Design des_iter_core, sky130hd; sources not shown.
**Run 1: sequential cells coloured by netlist name**

Bar = 50 µm.
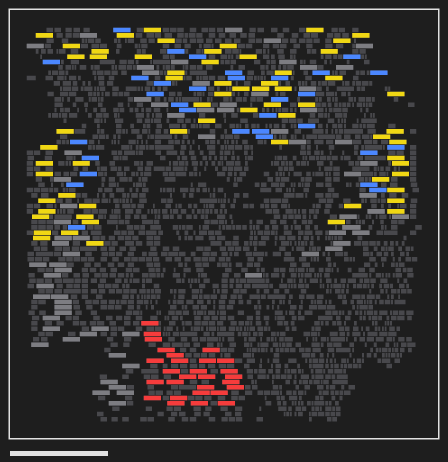
[blue] r_q | sequential cells: 32
[yellow] out_data | sequential cells: 64
[red] d_q | sequential cells: 28 | where: bottom middle
post-layout util: 56.98%
FF+latch area: 4856 µm²
flop share of the area: 20.97%

**Run 1: cells coloured by class**

Bar = 50 µm.
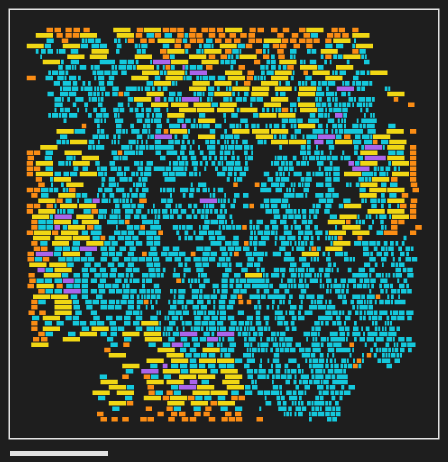
[orange] remaining buffers and delay cells | cells: 226 | share of their area: 9.7%
[purple] clock drivers and dummy loads | cells: 32 | share of their area: 2.7%
[yellow] sequential cells | cells: 194 | share of their area: 22%
[cyan] combinational and other logic | cells: 1951 | share of their area: 66%
Core Area: 40650 µm²
site row count: 74

**Run 1: routing congestion**

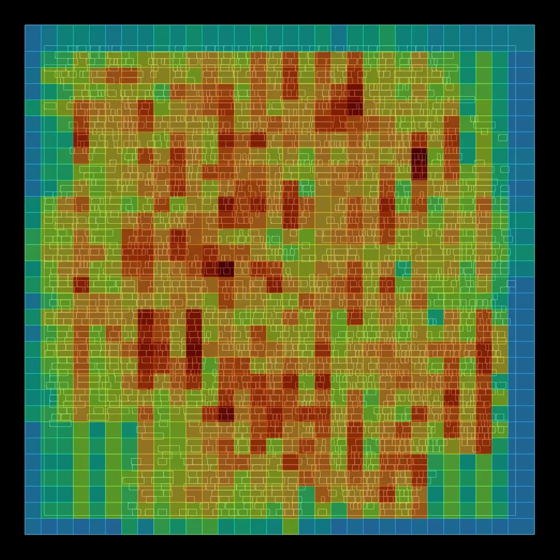
met3 Use GR: 3.249%
met1 usage: 32.69%
gr usage total: 24.75%
gr busiest metal: met2
routed wire length per instance: 20.42 µm

==> results.toml, run 1 <==
# synthesis and place-and-route metrics
[status]
status = "finished clean"

[setup_path]
arrival_ps = 14300
worst-path-buf-inv = 3
crit_required_ps = 16410
ff2ff_path_depth = 55
cp-start-kind = "register"
crit_cells = 55
worstSetupPathType = "register to register"
endpoint_kind = "register"
crit_family = "adder cells"
crit_top_cell = "ha_1"

[final_timing]
fin_crit_ps = 13990
setup_tns_ps = 0
worst_hold_slack_ps = 489.9
rsz0062_at_grt = "false"
clock_skew_ps = 16.49
slew_violations = 0
worstMarginPinSlew_ps = 1136
hold_violations = 0
max_slew_margin_pct = 24.01
worst_slack_ps = 2108

[yosys]
synthCells = 2319
ys_sh_xor_pct = 8.284
synth-seq-cells = 194
most_common_cell = "mux2i_1"
async_flop_share_pct = 100.0
postSynthSeqShare_pct = 23.72
synthAoiAreaFrac_pct = 18.35
fp_nets = 2528
yosys.area_share.adder_pct = 5.136
mux_share_pct = 24.99
synth_area_um2 = 20460
ys_top_cells_by_area = "dfrtp_1, mux2i_1, mux2_2"
avgSynthCellArea_um2 = 8.825
synth_top_flop_cell = "dfrtp_1"
ys_top_logic_family = "multiplexers"
synth.distinct_cells = 108

[grt]
gr-usage-met2_pct = 41.80
grt_pass1_vias = 17690
antenna_found_initial = 0
grt_pass1_wl_mm = 96.16
grt-ovfl-total = 0

[detailed_routing]
vias = 18020
wl_met2_mm = 28.96
firstDrtPassIters = 5
drtIter0Drc = 1722
wirelength_mm = 59.95
m1WireLength_mm = 27.04
ant_nets = 0

[place]
io_buffers = 190
pre_cts_slack_ps = 2361
post_dp_cell_area_um2 = 22510
post-dp-hpwl_mm = 44.91

[floorplan]
fp_util_pct = 50.35
tapCellCount = 532
die_w_um = 218.3

[clocking]
ctsResizeCount = 0
tritoncts = "yes"
cts-root-buf = "clkbuf_16"
clock_latency_ps = 470
clockBufferDepth = 2
clkSinkCount = 194
h-tree-depth = 4

[final_layout]
mostFrequentLayoutCell = "mux2i_1"
nNetsFinal = 2599
diodes = 0
area_growth_pct = 13.16
nonClkBufAreaFrac_pct = 9.466
clkbuf_count = 19
comb_area_um2 = 14560
final_cell_area_um2 = 23160
logic_gates = 1878
clkCellAreaFrac_pct = 2.626
largest_class = "combinational gates"
inv_count = 73
comb_share_pct = 62.88
flop-count = 194
nFillCells = 3657
drive_above_1_share_pct = 11.44

[job]
warning_count = 78
--- run 2 (diff from run 1) ---
--- a/config.mk
+++ b/config.mk
@@ -12,7 +12,6 @@
 export CTS_CLUSTER_SIZE = 28
 export DETAILED_ROUTE_END_ITERATION = 6
 export PLACE_DENSITY = 0.71
-export SLEW_MARGIN = 20
 export SYNTH_ARGS = -nofsm -noshare
 export SYNTH_HDL_FRONTEND = slang
 export SYNTH_SLANG_ARGS = --single-unit
**Run 2: signal wires by layer**

Bar = 50 µm. Two of the layers only.
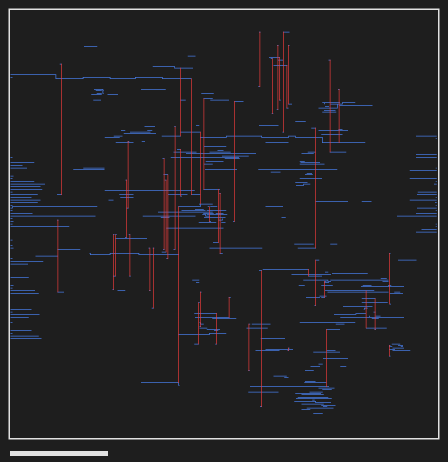
[red] metal 4 | wire length: 1530 µm
[blue] metal 3 | wire length: 2670 µm
Routed WL: 59.93 mm
routed wire length per instance: 20.39 µm
via count: 18010

==> run 2 against run 1 <==
Compared with the run above: critical path depth stayed put; register-to-register slack worse by 40 ps; non-clock buffer count up 4; count of clock-buffer cells in the layout stayed put; clock skew down 0.66 ps; synthesized cell count unchanged.
==> results.toml, run 2 <==
# synthesis and place-and-route metrics
[final_layout]
inv_count = 73
clkbuf_count = 19
drive_above_1_share_pct = 11.43
comb_share_pct = 62.75
nonClkBufAreaFrac_pct = 9.595
nFillCells = 3656
stdcell_count = 2939
area_growth_pct = 13.16
fin_util_pct = 56.98
regArea_um2 = 4856
diodes = 0
comb_area_um2 = 14530
final_cell_area_um2 = 23160
flop-count = 194
largest_class = "combinational gates"
seq_share_pct = 20.97
nNetsFinal = 2603
logic_gates = 1878

[place]
io_buffers = 190
dp_cells = 2902
post_dp_cell_area_um2 = 22510
post-dp-hpwl_mm = 44.91
pre_cts_slack_ps = 2361

[yosys]
mux_share_pct = 24.99
synthCells = 2319
synth_top_flop_cell = "dfrtp_1"
fp_nets = 2528
synth_area_um2 = 20460
synthAoiAreaFrac_pct = 18.35
postSynthSeqShare_pct = 23.72
yosys.area_share.adder_pct = 5.136
synth.distinct_cells = 108
most_common_cell = "mux2i_1"
synthDominantCellAreaShare_pct = 23.72
avgSynthCellArea_um2 = 8.825
ys_top_cells_by_area = "dfrtp_1, mux2i_1, mux2_2"
ys_top_logic_family = "multiplexers"
synth-seq-cells = 194
async_flop_share_pct = 100.0

[final_timing]
clock_skew_ps = 15.83
max_slew_margin_pct = 23.83
worst_slack_ps = 2070
hold_violations = 0
worstMarginPinSlew_ps = 1139
setup_tns_ps = 0
rsz0062_at_grt = "false"
fin_crit_ps = 14030
worst_hold_slack_ps = 490.0
slew_violations = 0

[setup_path]
worst-path-buf-inv = 3
ff2ff_path_depth = 55
slowest_stage = "nand4b_4"
crit_family = "adder cells"
arrival_ps = 14340
cp-start-kind = "register"
crit_required_ps = 16410
worstSetupPathType = "register to register"
endpoint_kind = "register"
crit_cells = 55

[floorplan]
rows = 74
die_w_um = 218.3
core_area_um2 = 40650
tapCellCount = 532
fp_util_pct = 50.35
die_area_um2 = 47660

[grt]
grt-ovfl-total = 0
grt_usage_pct = 24.75
top_usage_layer = "met2"
grt_pass1_vias = 17690
grt_pass1_wl_mm = 96.16
antenna_found_initial = 0
gr-usage-met2_pct = 41.80
groute.layer.met1.usage_pct = 32.69
grtUsageMet3_pct = 3.249

[clocking]
tritoncts = "yes"
ctsResizeCount = 0
cts-root-buf = "clkbuf_16"
postCtsHoldBufs = 0
h-tree-depth = 4
clkSinkCount = 194
clockBufferDepth = 2

[job]
warning_count = 78

[detailed_routing]
firstDrtPassIters = 5
ant_nets = 0
wl_met2_mm = 28.84
drtIter0Drc = 1810

[status]
status = "finished clean"
